--- src/rtl/two_of_five_tx_pkg.sv ---
// Shared types and constants for the 2-out-of-5 serial transmitter.
package two_of_five_tx_pkg;

    typedef enum logic {
        IDLE  = 1'b0,
        SHIFT = 1'b1
    } state_t;

    localparam int CODE_W       = 5;
    localparam int NDIG_DEFAULT = 4;

    function automatic logic is_bcd(input logic [3:0] d);
        return d <= 4'd9;
    endfunction

endpackage

--- src/rtl/two_of_five_tx_bcd_to_2of5.sv ---
// Combinational BCD digit to 2-out-of-5 code, MSB first; non-BCD inputs map to all zeros.
module bcd_to_2of5
    import two_of_five_tx_pkg::*;
(
    input  logic [3:0]        bcd,
    output logic [CODE_W-1:0] code
);

    always_comb begin
        code = '0;
        case (bcd)
            4'd0:    code = 5'b11000;
            4'd1:    code = 5'b00011;
            4'd2:    code = 5'b00101;
            4'd3:    code = 5'b00110;
            4'd4:    code = 5'b01001;
            4'd5:    code = 5'b01010;
            4'd6:    code = 5'b01100;
            4'd7:    code = 5'b10001;
            4'd8:    code = 5'b10010;
            4'd9:    code = 5'b10100;
            default: code = '0;
        endcase
    end

endmodule

--- src/rtl/two_of_five_tx.sv ---
// Serialises a packed BCD word as 2-out-of-5 codes, first nibble and code MSB first.
// state | meaning
// IDLE  | ready for a word; ser_out held low
// SHIFT | one code bit per cycle until the last digit's last bit
module two_of_five_tx
    import two_of_five_tx_pkg::*;
#(
    parameter int NDIG = NDIG_DEFAULT
) (
    input  logic              clk,
    input  logic              rst,
    input  logic              in_valid,
    input  logic [4*NDIG-1:0] digits,
    output logic              in_ready,
    output logic              ser_out,
    output logic              ser_valid,
    output logic              frame_start,
    output logic              err
);

    localparam int          DW       = (NDIG > 1) ? $clog2(NDIG) : 1;
    localparam logic [2:0]  LAST_BIT = 3'(CODE_W - 1);
    localparam logic [DW-1:0] LAST_DIG = DW'(NDIG - 1);

    state_t              state, state_nxt;
    logic [2:0]          bit_cnt;
    logic [DW-1:0]       dig_cnt;
    logic [4*NDIG-1:0]   word_q;
    logic [CODE_W-1:0]   code;
    logic                word_ok;
    logic                last_bit;

    always_comb begin
        word_ok = 1'b1;
        for (int i = 0; i < NDIG; i++) begin
            if (!is_bcd(digits[4*i +: 4])) word_ok = 1'b0;
        end
    end

    // The captured word shifts left per digit, so the active digit is always the top nibble.
    bcd_to_2of5 u_enc (
        .bcd  (word_q[4*NDIG-1 -: 4]),
        .code (code)
    );

    assign last_bit = (bit_cnt == LAST_BIT) && (dig_cnt == LAST_DIG);

    always_ff @(posedge clk) begin
        if (rst) state <= IDLE;
        else     state <= state_nxt;
    end

    always_comb begin
        state_nxt = state;
        case (state)
            IDLE:    if (in_valid && word_ok) state_nxt = SHIFT;
            SHIFT:   if (last_bit) state_nxt = IDLE;
            default: state_nxt = IDLE;
        endcase
    end

    always_comb begin
        in_ready    = 1'b0;
        ser_valid   = 1'b0;
        ser_out     = 1'b0;
        frame_start = 1'b0;
        case (state)
            IDLE: in_ready = 1'b1;
            SHIFT: begin
                ser_valid   = 1'b1;
                ser_out     = code[LAST_BIT - bit_cnt];
                frame_start = (bit_cnt == 3'd0) && (dig_cnt == '0);
            end
            default: ;
        endcase
    end

    always_ff @(posedge clk) begin
        if (rst) begin
            bit_cnt <= '0;
            dig_cnt <= '0;
            word_q  <= '0;
            err     <= 1'b0;
        end else begin
            err <= (state == IDLE) && in_valid && !word_ok;
            if (state == IDLE) begin
                bit_cnt <= '0;
                dig_cnt <= '0;
                if (in_valid && word_ok) word_q <= digits;
            end else if (bit_cnt == LAST_BIT) begin
                bit_cnt <= '0;
                dig_cnt <= dig_cnt + 1'b1;
                word_q  <= word_q << 4;
            end else begin
                bit_cnt <= bit_cnt + 1'b1;
            end
        end
    end

endmodule

--- config.mk ---
export PLATFORM = sky130hd
export DESIGN_NAME = two_of_five_tx
export DESIGN_NICKNAME = d
export VERILOG_FILES = /design/src/rtl/two_of_five_tx_pkg.sv /design/src/rtl/two_of_five_tx_bcd_to_2of5.sv /design/src/rtl/two_of_five_tx.sv
export SDC_FILE = /design/constraint.sdc
export NUM_CORES = 1
export LEC_CHECK = 0
export CORE_UTILIZATION = 45
export CTS_CLUSTER_SIZE = 8
export DETAILED_ROUTE_END_ITERATION = 8
export PLACE_DENSITY = 0.71
export SKIP_CTS_REPAIR_TIMING = 1
export SLEW_MARGIN = 15
export SYNTH_ARGS = -nofsm -noshare
export SYNTH_HDL_FRONTEND = slang
export SYNTH_HIERARCHICAL = 1
export SYNTH_SLANG_ARGS = --single-unit
export TNS_END_PERCENT = 1
--- constraint.sdc ---
create_clock -name clk -period 4.3 [get_ports clk]
set_clock_uncertainty 0.15 [all_clocks]
set_input_delay 0.43 -clock clk [delete_from_list [all_inputs] [get_ports clk]]
set_output_delay 0.43 -clock clk [all_outputs]
set_load 0.05 [all_outputs]
**Run 1: where the registers sit**

Other sequential cells in the stronger gray, the rest of the logic in the fainter gray.
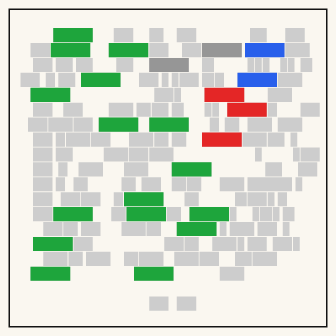
| color | signal | flops |
|---|---|---|
| blue | dig_cnt | 2 |
| red | bit_cnt | 3 |
| green | word_q | 16 |
not colored: 2

**Run 1: routed metal per tile**

12 x 12 tiles, from black (low) to pale yellow (high), scaled to the fullest tile. Values are wire area over tile area, all layers added.
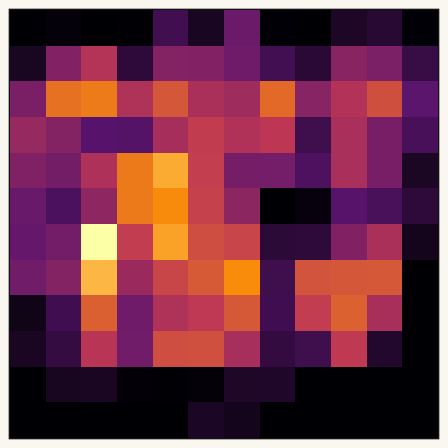
nearly empty tiles: 21%
fullest tile: 0.41
mean over tiles: 0.12
tiles over half the peak: 22%

**Run 1: wires at chosen ports, followed through buffers**

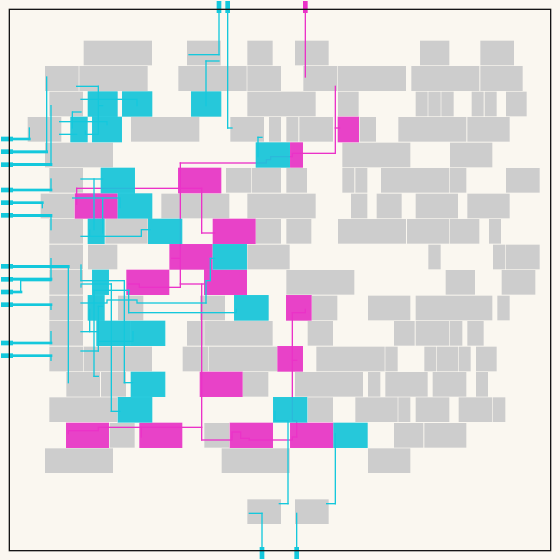
| color | port | direction | end cells | wire |
|---|---|---|---|---|
| cyan | digits | input | 20 | 292 um |
| magenta | rst | input | 15 | 137 um |

==> run_results.csv, run 1 <==
group,metric,value,unit
clocking,clock_latency_on_the_worst_skew_pair,310,ps
floorplan,die-height,57.6,um
final_timing,period_used_share,76.7,%
critical_path,crit_family,"buffers and inverters",
pwr,ir_worst_vdd,0.189,mV
routing,dr_wl_met2,1280,um
clocking,h_tree_levels,1,
critical_path,critPathMostFrequentCell,"sky130_fd_sc_hd__nor2_1",
final_timing,fmax,303,MHz
global_route,gr-usage-met1,19.1,%
yosys,synth_async_sr_flop_share,0,%
clocking,cts_buffers,3,
yosys,ys_types,27,
clocking,root_cell_of_the_clock_tree,"sky130_fd_sc_hd__clkbuf_4",
critical_path,critPathRequiredTime,3720,ps
critical_path,crit_end,"ser_out",
pwr,post-layout-total-power,419,uW
clocking,clock_sink_count,23,
yosys,synthesis.area_per_instance,10.2,sq um
pwr,total_combinational_power,88.1,uW
yosys,common_cells,"sky130_fd_sc_hd__dfxtp_1 (23), sky130_fd_sc_hd__mux2i_1 (17), sky130_fd_sc_hd__a211oi_2 (13), sky130_fd_sc_hd__a211oi_1 (12), sky130_fd_sc_hd__ha_1 (11)",
flow_run,stage_log_warnings,33,
critical_path,cp.depth,8,
yosys,yosys-top-cells-area,"sky130_fd_sc_hd__dfxtp_1 (33%), sky130_fd_sc_hd__mux2i_1 (12%), sky130_fd_sc_hd__a211oi_2 (12%), sky130_fd_sc_hd__ha_1 (9.9%), sky130_fd_sc_hd__a211oi_1 (6.5%)",
placement,buffer_ports.inserted,23,
min_path,worst_hold_path_type,"flop to flop",
clocking,clock_tree_from_tritoncts,"built",
global_route,top_usage_layer,"met2",
yosys,synth.yosys.chip_area,1390,sq um
final_timing,slew_headroom,37.4,%
final_timing,finalCriticalPeriod,3300,ps
yosys,yosysTopAreaCellShare,33.1,%
finish,most-common-layout-cells,"sky130_fd_sc_hd__dfxtp_1 (23), sky130_fd_sc_hd__clkdlybuf4s50_1 (23), sky130_fd_sc_hd__mux2i_1 (17)",
final_timing,rsz0062_at_grt,"false",
routing,vias_per_cell,5.77,
routing,drtPass1Iterations,3,
yosys,yosys.cell_count.top_type,"sky130_fd_sc_hd__dfxtp_1",
global_route,grtUsageMet3,2.68,%
critical_path,worstPathBufferInverterCount,2,
global_route,grt_antenna_before_repair,0,
final_timing,drv_slew,0,
yosys,topCombFamilyByArea,"AND-OR/OR-AND gates",
min_path,hold_depth,1,
global_route,grt_overall_usage,16.9,%
floorplan,std_cell_rows,19,
status,outcome,"finished clean",
pwr,top_power_group,"registers",
routing,remaining_drc_errors,0,
critical_path,timing.critical_path.arrival,2720,ps
critical_path,worstRegToRegCells,4,
clocking,clkSlewWorstSetupHoldPaths,120,ps
finish,layoutNonFillerInstCount,184,
pwr,p_comb_share,21.0,%
routing,top_signal_layer_used,"met4",
yosys,synth.net_count,167,
finish,n_fill_cell,264,
critical_path,critPathMaxFanout,5,
yosys,synth-edff-count,0,
yosys,most_used_flip_flop_cell_after_synthesis,"sky130_fd_sc_hd__dfxtp_1",
yosys,yosysSeqAreaShare,33.1,%
critical_path,timing.reg2reg.setup_slack,1870,ps
critical_path,worstSetupStartpointType,"flop",
placement,dp_hpwl,1900,um
routing,detailroute.via_count,1061,
critical_path,worstReg2RegStart,"state",
critical_path,timing.critical_path.slowest_cell_delay,690,ps
min_path,min_to,"word_q[0]",
finish,antenna_cells_inserted,0,
yosys,mux_area_share,13.8,%
global_route,number_of_global_route_vias_before_repair,1060,
routing,met3RoutedLength,73,um
critical_path,path_cells,"inv_1 > ha_1 > xnor2_1 > nor2_1 > mux4_2 > a21oi_1 > nor2_1 > clkdlybuf4s50_1",
global_route,global_route_wire_length_before_repair,4400,um
pwr,leakage,0.558,nW
yosys,compound_area_share,24.7,%
pwr,power_frac_clock,23.7,%
pwr,relative_contribution_of_sequential_cells_to_total_power,55.3,%
pwr,total_switching_power,119,uW
critical_path,rr_endpoint,"word_q[14]",
yosys,synthCells,137,
finish,syn2layout_area_growth,15.5,%
critical_path,cp-end-kind,"output port",
run 1: stage by stage:
stage	hold WS (ps)	util (%)	worst slack (ps)	cell area, sq um
floorplan	292	-	1600	1390
global placement	308	55.4	1430	1580
global route	378	56.4	891	1610
CTS	357	56.4	980	1610
finish	355	56.4	1000	1610
detailed placement	318	55.4	1340	1580
run 1: sequential cells by signal (all words and copies together) (netlist names):
name / count
err: 1
word_q: 16
dig_cnt: 2
bit_cnt: 3
state: 1
run 1: layout make-up:
cell class                 count  area (sq um)  area share (%)
multi-input combinational     93           815            50.6
sequential                    23           460            28.6
timing repair buffer          23           230            14.3
tap                           31          38.8            2.41
inverter                      10          37.5            2.33
clock buffer                   3          22.5            1.40
clock inverter                 1          5.00           0.311
**Run 1: metal 3**

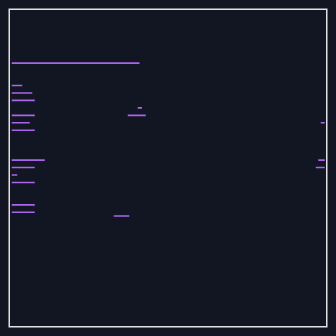

## Run 2: what changed since run 1
==> constraint.sdc (replaced) <==
create_clock -name clk -period 3.3 [get_ports clk]
set_clock_uncertainty 0.15 [all_clocks]
set_input_delay 0.33 -clock clk [delete_from_list [all_inputs] [get_ports clk]]
set_output_delay 0.33 -clock clk [all_outputs]
set_load 0.05 [all_outputs]
**Run 2: metal 3**

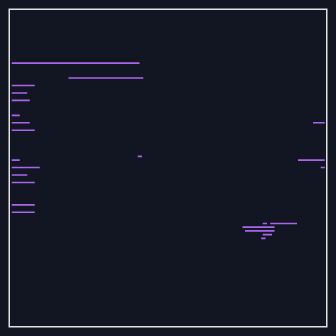
nets with wire on the layer: 22
share of all routed wire: 3.6%
longest straight run: 23.0 um
wire length on this layer: 98.1 um

**Run 2: routed metal per tile**

12 x 12 tiles, from black (low) to pale yellow (high), scaled to the fullest tile. Values are wire area over tile area, all layers added.
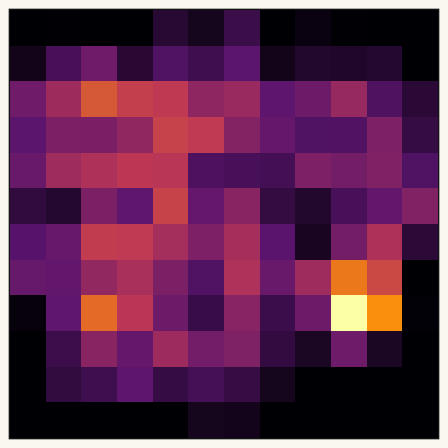
mean over tiles: 0.13
tiles over half the peak: 9.0%
nearly empty tiles: 20%
fullest tile: 0.54

**Run 2: placed standard cells**

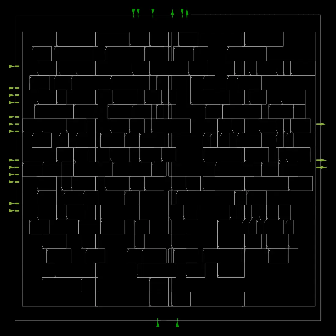
final core utilization: 57.5%
number of filler instances in the final layout: 256
number of standard-cell rows in the floorplan: 19

==> run 2 against run 1 <==
Against the previous run:
- sequential cell count unchanged
- combinational power increased by 42%
- worst hold slack got worse by 12 ps
- cell area increased by 2.0%
- final cell count increased by 2.2%
- via count increased by 2.4%
- utilization increased by 1.1 points
- worst setup slack got worse by 550 ps
- non-clock buffer count increased by 4
- sequential share of layout area decreased by 0.57 points
==> run_results.csv, run 2 <==
group,metric,value,unit
status,outcome,"finished clean",
pwr,seq_power,298,uW
flow_run,stage_log_warnings,33,
clocking,h_tree_levels,1,
finish,syn2layout_area_growth,17.9,%
routing,top_signal_layer_used,"met4",
finish,drive_above_1_share,15.3,%
critical_path,critPathMaxFanout,5,
yosys,adder_share,9.88,%
final_timing,setup_tns,0,ps
routing,detailroute.via_count,1086,
clocking,cts_buffers,3,
finish,finish.net_count,188,
floorplan,fp.coreArea,2850,sq um
finish,largest_register_ff_count,16,
critical_path,timing.reg2reg.setup_slack,940,ps
final_timing,finalCriticalPeriod,2850,ps
yosys,synth.yosys.chip_area,1390,sq um
global_route,number_of_global_route_vias_before_repair,1082,
min_path,worst_hold_path_type,"flop to flop",
routing,first_iter_violations,32,
global_route,gr-total-overflow,0,
critical_path,critPathMostFrequentCell,"sky130_fd_sc_hd__nor2_1",
finish,antenna_cells_inserted,0,
pwr,leakage,0.596,nW
floorplan,num_io_pins,24,
final_timing,postLayoutSetupSlackWorst,448,ps
finish,mostFrequentLayoutCell,"sky130_fd_sc_hd__dfxtp_1",
critical_path,worstSetupPathType,"flop to output port",
yosys,synth.cellmix.simpleShare,8.18,%
pwr,post-layout-total-power,551,uW
routing,met3RoutedLength,98,um
global_route,gr-usage-met1,22.2,%
yosys,mux_area_share,13.8,%
placement,place_congestion,0.734,
final_timing,drv_slew,0,
final_timing,fin_worst_hold_slack,343,ps
clocking,clock_latency_on_the_worst_skew_pair,300,ps
yosys,topCombFamilyByArea,"AND-OR/OR-AND gates",
finish,reg_top3,"word_q (16), bit_cnt (3), dig_cnt (2)",
pwr,relative_contribution_of_sequential_cells_to_total_power,54.1,%
global_route,grt_start_max_net_pins,18,
yosys,synthesis.area_per_instance,10.2,sq um
global_route,global_route_wire_length_before_repair,4660,um
clocking,clock_tree_from_tritoncts,"built",
yosys,yosys.cell_count.top_type,"sky130_fd_sc_hd__dfxtp_1",
yosys,numSynthFlops,23,
finish,most-common-layout-cells,"sky130_fd_sc_hd__dfxtp_1 (23), sky130_fd_sc_hd__clkdlybuf4s50_1 (22), sky130_fd_sc_hd__mux2i_1 (17)",
global_route,grt_antenna_before_repair,0,
critical_path,cp_slowest_cell,"sky130_fd_sc_hd__mux4_2",
final_timing,fmax,351,MHz
clocking,clk_buf_depth,2,
routing,m1WireLength,1220,um
yosys,yosysWarnings,6,
critical_path,timing.critical_path.arrival,2370,ps
clocking,root_cell_of_the_clock_tree,"sky130_fd_sc_hd__clkbuf_4",
global_route,grtUsageMet3,2.01,%
routing,route.antenna.remaining_nets,0,
yosys,compound_area_share,24.7,%
floorplan,dieWidth,57.6,um
pwr,power_switching_share,28.3,%
yosys,synth-edff-count,0,
critical_path,path_cells,"inv_1 > ha_1 > xnor2_1 > nor2_1 > mux4_2 > a21oi_1 > nor2_1 > dlymetal6s2s_1",
floorplan,die-height,57.6,um
routing,dr_wl_met2,1400,um
pwr,powerClk,128,uW
critical_path,cp-end-kind,"output port",
pwr,ir_worst_vdd,0.169,mV
clocking,clock_sink_count,23,
critical_path,timing.critical_path.slowest_cell_delay,470,ps
critical_path,critPathRequiredTime,2820,ps
yosys,synth_async_sr_flop_share,0,%
finish,largest-register,"word_q",
final_timing,timing_worst_slew_pin_value,566,ps
final_timing,hold_violations,0,
critical_path,crit_family,"multiplexers",
final_timing,period_used_share,86.4,%
pwr,p_comb_share,22.7,%
pwr,power_frac_clock,23.2,%
yosys,synth.net_count,167,
critical_path,worstPathBufferInverterCount,2,
global_route,grt_util_met2,32.7,%
pwr,top_power_group,"registers",
routing,vias_per_cell,5.78,
pwr,total_combinational_power,125,uW
pwr,power_per_cell_area,336,nW/um^2
pwr,power_report.internal_total,395,uW
yosys,common_cells,"sky130_fd_sc_hd__dfxtp_1 (23), sky130_fd_sc_hd__mux2i_1 (17), sky130_fd_sc_hd__a211oi_2 (13), sky130_fd_sc_hd__a211oi_1 (12), sky130_fd_sc_hd__ha_1 (11)",
clocking,clkSlewWorstSetupHoldPaths,130,ps
floorplan,chip_area,3320,sq um
final_timing,setup-violations-final,0,
placement,dp_hpwl,2020,um
routing,route.detailed.wl_per_inst,14.5,um
pwr,total_switching_power,156,uW
global_route,top_usage_layer,"met2",
yosys,most_used_flip_flop_cell_after_synthesis,"sky130_fd_sc_hd__dfxtp_1",
flow_run,cap_viol_max_count,0,
yosys,synth_area_leader_cell,"sky130_fd_sc_hd__dfxtp_1",
routing,postRouteWirelength,2740,um
yosys,yosys-top-cells-area,"sky130_fd_sc_hd__dfxtp_1 (33%), sky130_fd_sc_hd__mux2i_1 (12%), sky130_fd_sc_hd__a211oi_2 (12%), sky130_fd_sc_hd__ha_1 (9.9%), sky130_fd_sc_hd__a211oi_1 (6.5%)",
global_route,grt_overall_usage,18.0,%
yosys,synthXorXnorAreaFrac,1.89,%
routing,drtPass1Iterations,5,
yosys,synthCells,137,
yosys,ys_types,27,
placement,worst_slack_at_placement,385,ps
final_timing,slew_headroom,62.3,%
yosys,yosysTopAreaCellShare,33.1,%
placement,buffer_ports.inserted,23,
floorplan,initial_core_utilization,48.8,%
final_timing,rsz0062_at_grt,"false",
yosys,yosysSeqAreaShare,33.1,%
yosys,ys_cells,137,
critical_path,worstSetupStartpointType,"flop",
yosys,syn_area,1390,sq um
routing,remaining_drc_errors,0,
run 2: cell counts after synthesis:
No cell type changed its count.
run 2: stage by stage:
stage	utilization, %	std cells	cell area [sq um]
3_3_place_gp	56.5	184	1610
4_1_cts	57.5	188	1640
3_5_place_dp	56.5	184	1610
6_report	57.5	188	1640
5_1_grt	57.5	188	1640
2_1_floorplan	-	137	1390
run 2: area by class of cell:
cell class	count	area, sq um
Inverter	10	37.5
Sequential cell	23	460
Timing Repair Buffer	27	263
Clock inverter	1	5.00
Clock buffer	3	22.5
Tap cell	31	38.8
Fill cell	256	1210
Multi-Input combinational cell	93	815
run 2: final timing paths:
check	startpoint	end	depth (start not counted)
max	word_q[12]	ser_out	8
min	word_q[0]	word_q[0]	1
max reg2reg	bit_cnt[0]	word_q[14]	7
min reg2reg	word_q[0]	word_q[0]	1
## Run 3: what changed since run 2
--- a/config.mk
+++ b/config.mk
@@ -10,7 +10,7 @@
 export DETAILED_ROUTE_END_ITERATION = 8
 export PLACE_DENSITY = 0.71
 export SKIP_CTS_REPAIR_TIMING = 1
-export SLEW_MARGIN = 15
+export SLEW_MARGIN = 20
 export SYNTH_ARGS = -nofsm -noshare
 export SYNTH_HDL_FRONTEND = slang
 export SYNTH_HIERARCHICAL = 1
**Run 3: wires at chosen ports, followed through buffers**

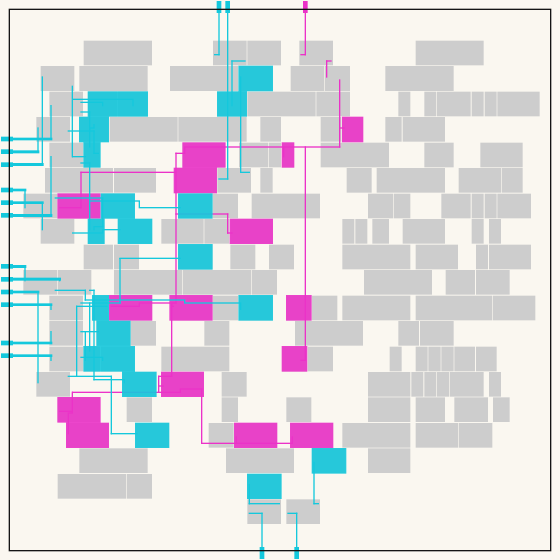
| color | port | direction | end cells | wire |
|---|---|---|---|---|
| cyan | digits | input | 20 | 289 um |
| magenta | rst | input | 15 | 154 um |

**Run 3: routed metal per tile**

12 x 12 tiles, from black (low) to pale yellow (high), scaled to the fullest tile. Values are wire area over tile area, all layers added.
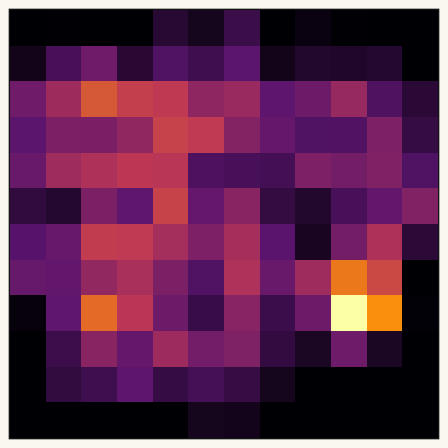
detailed-route via count: 1,086
sum of routed wire length over all layers: 2740 um
GRT Overall Usage: 18.0%
routed wirelength normalized by instance count: 14.5 um

**Run 3: where the registers sit**

Other sequential cells in the stronger gray, the rest of the logic in the fainter gray.
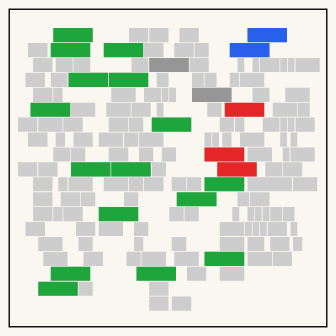
storage element area: 460 sq um
sequential group power: 298 uW
sequential share of cell area: 28.0%

==> run 3 against run 2 <==
Against the previous run:
- first-iteration DRC count stayed put
- maximum frequency unchanged
- routed wire length is the same
- area after synthesis is the same
- clock power hardly changed
- final cell count stayed put
- synthesized cell count unchanged
- cell area did not move
- sequential power is essentially flat
- register-to-register slack hardly changed
- sequential share of layout area unchanged
- critical path type unchanged
- critical endpoint unchanged
- largest cell class unchanged
==> run_results.csv, run 3 <==
group,metric,value,unit
status,outcome,"finished clean",
placement,dp_hpwl,2020,um
yosys,synth.yosys.chip_area,1390,sq um
yosys,synth-edff-count,0,
critical_path,critPathMostFrequentCell,"sky130_fd_sc_hd__nor2_1",
final_timing,slew_headroom,62.3,%
min_path,worst_hold_path_type,"flop to flop",
flow_run,stage_log_warnings,33,
global_route,number_of_global_route_vias_before_repair,1082,
yosys,synth.cellmix.simpleShare,8.18,%
critical_path,rr_endpoint,"word_q[14]",
critical_path,cp-end-kind,"output port",
yosys,synthesis.area_per_instance,10.2,sq um
clocking,clock_latency_on_the_worst_skew_pair,300,ps
final_timing,setup_tns,0,ps
placement,buffer_ports.inserted,23,
yosys,adder_share,9.88,%
yosys,ys_types,27,
finish,antenna_cells_inserted,0,
placement,place_inst,184,
clocking,h_tree_levels,1,
pwr,total_combinational_power,125,uW
routing,remaining_drc_errors,0,
global_route,grt_antenna_before_repair,0,
finish,most-common-layout-cells,"sky130_fd_sc_hd__dfxtp_1 (23), sky130_fd_sc_hd__clkdlybuf4s50_1 (22), sky130_fd_sc_hd__mux2i_1 (17)",
floorplan,fp.coreArea,2850,sq um
yosys,mux_area_share,13.8,%
clocking,clk_buf_depth,2,
final_timing,timing_worst_slew_pin_value,566,ps
global_route,gr-total-overflow,0,
yosys,yosys.cell_count.top_type,"sky130_fd_sc_hd__dfxtp_1",
final_timing,setup-violations-final,0,
final_timing,fmax,351,MHz
floorplan,num_io_pins,24,
pwr,top_power_group,"registers",
finish,design_area,1640,sq um
final_timing,postLayoutSetupSlackWorst,448,ps
finish,reg_top3,"word_q (16), bit_cnt (3), dig_cnt (2)",
pwr,total_switching_power,156,uW
final_timing,fin_worst_hold_slack,343,ps
finish,syn2layout_area_growth,17.9,%
clocking,root_cell_of_the_clock_tree,"sky130_fd_sc_hd__clkbuf_4",
global_route,global_route_wire_length_before_repair,4660,um
yosys,topCombFamilyByArea,"AND-OR/OR-AND gates",
yosys,common_cells,"sky130_fd_sc_hd__dfxtp_1 (23), sky130_fd_sc_hd__mux2i_1 (17), sky130_fd_sc_hd__a211oi_2 (13), sky130_fd_sc_hd__a211oi_1 (12), sky130_fd_sc_hd__ha_1 (11)",
pwr,power_per_cell_area,336,nW/um^2
critical_path,crit_end,"ser_out",
finish,n_fill_cell,256,
yosys,compound_area_share,24.7,%
finish,mostFrequentLayoutCell,"sky130_fd_sc_hd__dfxtp_1",
finish,layoutNonFillerInstCount,188,
critical_path,cp.depth,8,
critical_path,timing.critical_path.slowest_cell_delay,470,ps
yosys,synth.net_count,167,
routing,vias_per_cell,5.78,
yosys,most_used_flip_flop_cell_after_synthesis,"sky130_fd_sc_hd__dfxtp_1",
placement,place_congestion,0.734,
critical_path,path_cells,"inv_1 > ha_1 > xnor2_1 > nor2_1 > mux4_2 > a21oi_1 > nor2_1 > dlymetal6s2s_1",
critical_path,timing.critical_path.arrival,2370,ps
yosys,synth_area_leader_cell,"sky130_fd_sc_hd__dfxtp_1",
yosys,synth_async_sr_flop_share,0,%
floorplan,initial_core_utilization,48.8,%
critical_path,worstReg2RegStart,"bit_cnt[0]",
floorplan,dieWidth,57.6,um
critical_path,worstSetupStartpointType,"flop",
critical_path,critPathRequiredTime,2820,ps
pwr,ir_worst_vdd,0.169,mV
flow_run,cap_viol_max_count,0,
final_timing,finalCriticalPeriod,2850,ps
finish,finish.net_count,188,
pwr,power_frac_clock,23.2,%
yosys,yosysTopAreaCellShare,33.1,%
placement,dpl-instance-area,1610,sq um
pwr,power_report.internal_total,395,uW
critical_path,cp_slowest_cell,"sky130_fd_sc_hd__mux4_2",
pwr,power_switching_share,28.3,%
clocking,clock_sink_count,23,
min_path,hold_depth,1,
final_timing,rsz0062_at_grt,"false",
floorplan,std_cell_rows,19,
global_route,grt_start_max_net_pins,18,
==> run 3: cell counts after synthesis <==
No cell type changed its count.
==> run 3: final cells by class <==
class | count | area [sq um] | area share (%)
clock buffers | 3 | 22.5 | 1.37
clock inverters | 1 | 5.00 | 0.305
inverters | 10 | 37.5 | 2.29
multi-input cells | 93 | 815 | 49.6
flip-flops and latches | 23 | 460 | 28.0
well taps | 31 | 38.8 | 2.36
repair buffers | 27 | 263 | 16.0
==> run 3: per-layer routing <==
metal / track usage [%] / vias up / part of all wire [%]
met5: 0 / - / 0
met4: 5.23 / 0 / 0.69
met3: 2.01 / 4 / 3.6
met2: 32.7 / 29 / 51
met1: 22.2 / 513 / 44
li1: - / 540 / -
Power is estimated from default activity; no workload was simulated.
